Design pipelined_cla_adder_flat, sky130hd; sources not shown.
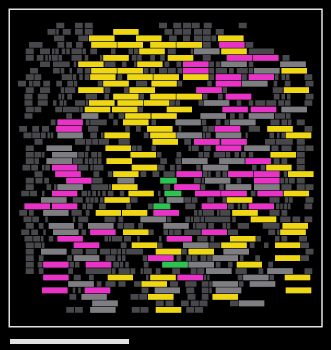
Fig. 1. Sequential cells coloured by netlist name (run 1).
Scale bar: 50 um.
| signal | colour | sequential cells |
|---|---|---|
| u_core.vld_q | green | 4 |
| u_core.a_q | magenta | 48 |
| u_core.f_q | yellow | 80 |
Final Util: 65.0%
P_seq: 1.17 mW
Seq area share: 55.4%
FF/Latch Area: 5500 um2

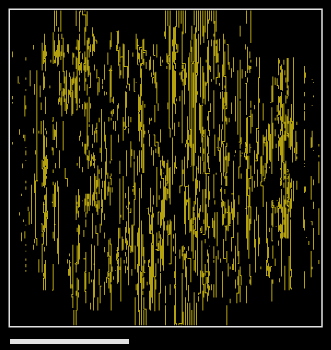
Fig. 2. Signal wires on met2 (run 1).
Scale bar: 50 um.
nets with wire on the layer: 664
wire length on this layer: 7410 um
longest straight run: 52.7 um
main direction: vertical
DRT Wirelength: 14500 um
Via Count: 4905

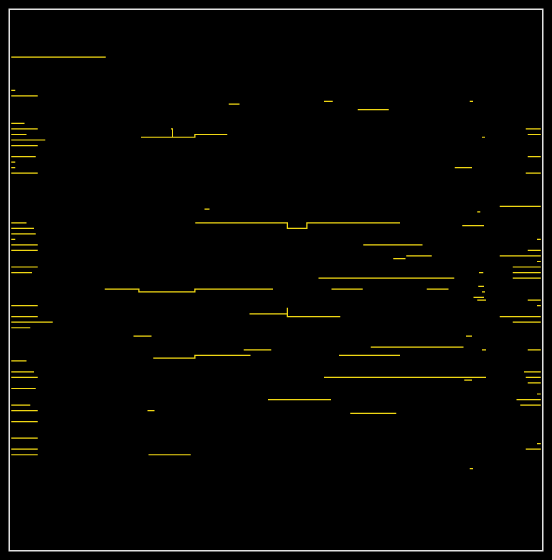
Fig. 3. M3 wires (run 1).
main direction: horizontal
longest straight run: 39.6 um
met3 GRT Util: 4.12%

==> impl_metrics.ini, run 1 <==
; implementation run metrics
[floorplan]
die_h_um = 133
core_area_um2 = 15300
fp_util_pct = 54.6

[pwr]
netSwitchingPower_mw = 0.425
combPwrFrac_pct = 10.7
seqPwrFrac_pct = 58.1
clockPowerShare_pct = 31.2
power.group.top = sequential cells

[clock_tree]
cts.repair.resized = 0
cts_max_path_buffers = 2
clk_latency_ns = 0.44
hold_buffers = 0
h-tree-depth = 4

[logic_synthesis]
synth_cells = 596
mux_area_share_pct = 0
synthTopLogicFamily = simple AND/OR/NAND/NOR gates
yosysSeqAreaShare_pct = 66.0
yosys.area_share.xor_xnor_pct = 4.40

[grt]
grt_usage_pct = 17.1
grt_max_degree = 130

[final_timing]
fin_tns_setup_ns = 0
skew_ns = 0.00962
finalHoldViolCount = 0
rsz0062_at_grt = false
timing.final.crit_share_pct = 70.5

[finish]
layout-drive-gt1-share_pct = 6.14
nets = 805
layout_top_cells = 179 x edfxtp_1, 127 x and3_1, 103 x clkdlybuf4s50_1

[routing]
first_pass_iters = 5
wl_per_cell_um = 15.9

[run_status]
outcome = finished clean

[critical_path]
end_kind = output port
r2r_cells = 5

[placed_design]
pre_cts_slack_ns = 2.32
run 1: cell type report:
cell class / count / area [um2]
inverters: 9 / 38.8
flip-flops and latches: 185 / 5500
well taps: 211 / 264
clock buffers: 21 / 264
repair buffers: 109 / 1070
fillers: 1160 / 5340
multi-input cells: 365 / 2650
clock inverters: 11 / 129
run 1: layer usage:
metal	vias to the layer above	global-route usage, %	share of wire, %
met4	0	6.34	1.4
met2	128	27.7	51
met5	-	0	0
met1	2361	22.5	43
li1	2399	-	-
met3	17	4.12	4.7
run 1: critical path, stage by stage:
cell,delay [ns]
buf_4,0.70
nand2_2,0.13
inv_2,0.22
clkdlybuf4s50_1,0.54
run 1: cells in the mapped netlist, types with 2 or more instances:
cell type	instances	area, um2
a21o_1	6	45.0
o21a_1	24	180
a21oi_1	13	65.1
inv_1	7	26.3
xnor2_1	30	263
nor3_1	35	175
nand2b_1	2	12.5
xor2_1	10	87.6
o21ai_0	7	35.0
inv_2	2	7.51
buf_2	6	30.0
a22o_1	5	43.8
o21ai_1	3	15.0
clkbuf_2	3	15.0
and3_1	127	795
fa_1	8	160
nor2_1	34	128
clkbuf_1	27	101
nand2_1	10	37.5
dfxtp_1	6	120
ha_1	40	500
edfxtp_1	179	5380
run 1: metrics by stage:
stage / power [mW] / hold WS [ns] / cells / util [%] / cell area (um2)
2_1_floorplan: 1.31 / 0.435 / 596 / - / 8330
3_3_place_gp: 1.40 / 0.454 / 879 / 62.4 / 9520
3_5_place_dp: 1.41 / 0.465 / 879 / 62.4 / 9520
4_1_cts: 2.02 / 0.492 / 911 / 65.0 / 9920
5_1_grt: 2.09 / 0.505 / 911 / 65.0 / 9920
6_report: 2.01 / 0.499 / 911 / 65.0 / 9920
Fig. 4: run 1, track usage over the die
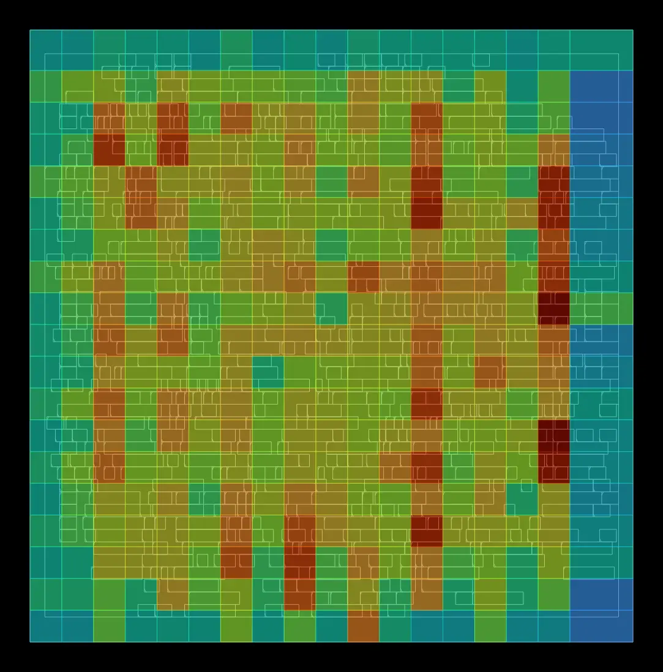

==> run 2: changes to the inputs <==
==> constraint.sdc (replaced) <==
create_clock -name clk -period 5.3 [get_ports clk]
set_input_delay 1.325 -clock clk [delete_from_list [all_inputs] [get_ports clk]]
set_output_delay 1.325 -clock clk [all_outputs]
set_load 0.005 [all_outputs]
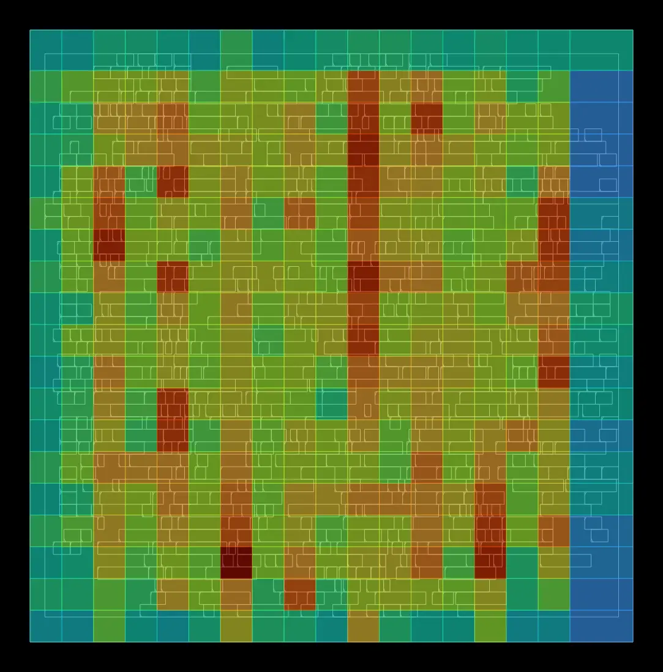
Fig. 5. Track usage over the die (run 2).
WL/cell: 16.3 um
met2 usage: 29.4%
met3 GRT Util: 3.92%
gr usage total: 17.6%

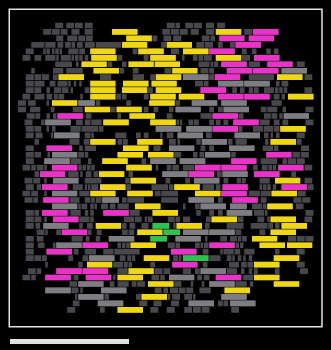
Fig. 6. Sequential cells coloured by netlist name (run 2).
Scale bar: 50 um.
| signal | colour | sequential cells |
|---|---|---|
| u_core.a_q | magenta | 48 |
| u_core.f_q | yellow | 80 |
| u_core.vld_q | green | 4 |
Final Util: 65.4%
P_seq: 1.74 mW
Seq area share: 55.1%

==> impl_metrics.ini, run 2 <==
; implementation run metrics
[run_status]
outcome = finished clean

[clock_tree]
cts_max_path_buffers = 2
clk_latency_ns = 0.45

[final_timing]
fin_hold_ws_ns = 0.501
rsz0062_at_grt = false
finalHoldViolCount = 0

[finish]
nets = 808
layout_top_cells = 179 x edfxtp_1, 127 x and3_1, 103 x clkdlybuf4s50_1
fillers = 1129

[critical_path]
crit_family = buffers and inverters
end_kind = output port
cp_num_cells = 5
slowest_stage = clkdlybuf4s50_1
r2r_cells = 9

[logic_synthesis]
synthDominantCellAreaShare_pct = 64.5
synthTopLogicFamily = simple AND/OR/NAND/NOR gates
synth_top_cell_by_count = edfxtp_1

[floorplan]
fp_util_pct = 54.6
core_area_um2 = 15300

[placed_design]
pre_cts_slack_ns = 1.24
place_inst = 882

[routing]
vias = 4886
first_pass_iters = 5
routed_wl_um = 14900

[grt]
grt.busiest_layer = met2

[pwr]
total_power_mw = 2.99
## run 2: cell types whose count changed in the layout (fill, tap and decap cells not counted)
| cell | previous run | this run |
|---|---|---|
| buf_12 | 0 | 3 |
| inv_6 | 1 | 0 |
| clkinv_2 | 3 | 4 |
| clkinvlp_4 | 0 | 2 |
| clkinv_4 | 1 | 0 |
| clkinv_1 | 4 | 3 |
## run 2: logic make-up after synthesis
group / Yosys count
buf+inv: 46
fa+ha+maj: 48
simple gates: 212
compound gates: 64
flops: 185
xor+xnor: 41
## run 2: layer usage
| layer | vias to the layer above | share of wire [%] | wire, um |
|---|---|---|---|
| li1 | 2415 | - | - |
| met1 | 2344 | 41 | 6080 |
| met5 | - | 0 | 0 |
| met4 | 0 | 0.81 | 120 |
| met2 | 118 | 53 | 7900 |
| met3 | 9 | 5.1 | 760 |
## run 2: worst register-to-register path: stages (launching register included)
cell and delay (ns):
edfxtp_1 0.43, ha_1 0.33, a21o_1 0.17, a21oi_1 0.14, o21ai_0 0.27, ha_1 0.28
o21a_1 0.20, o21a_1 0.20, nor3_1 0.14, nor3_1 0.07
## run 2: cell type report
type                            count  area, um2  area share (%)
Clock buffer                       21        264            2.65
Clock inverter                     11        129            1.29
Inverter                            9       37.5           0.376
Multi-Input combinational cell    365       2650            26.6
Sequential cell                   185       5500            55.1
Tap cell                          211        264            2.65
Timing Repair Buffer              112       1130            11.4
## run 2: power by group
| part | switching, mW | leakage, nW | internal, mW |
|---|---|---|---|
| combinational | 0.148 | 2.09 | 0.173 |
| clock | 0.452 | 0.204 | 0.479 |
| sequential | 0.0304 | 2.18 | 1.71 |
| total | 0.631 | 4.47 | 2.36 |
No activity file was given, so power comes from the tool's default toggle rates.
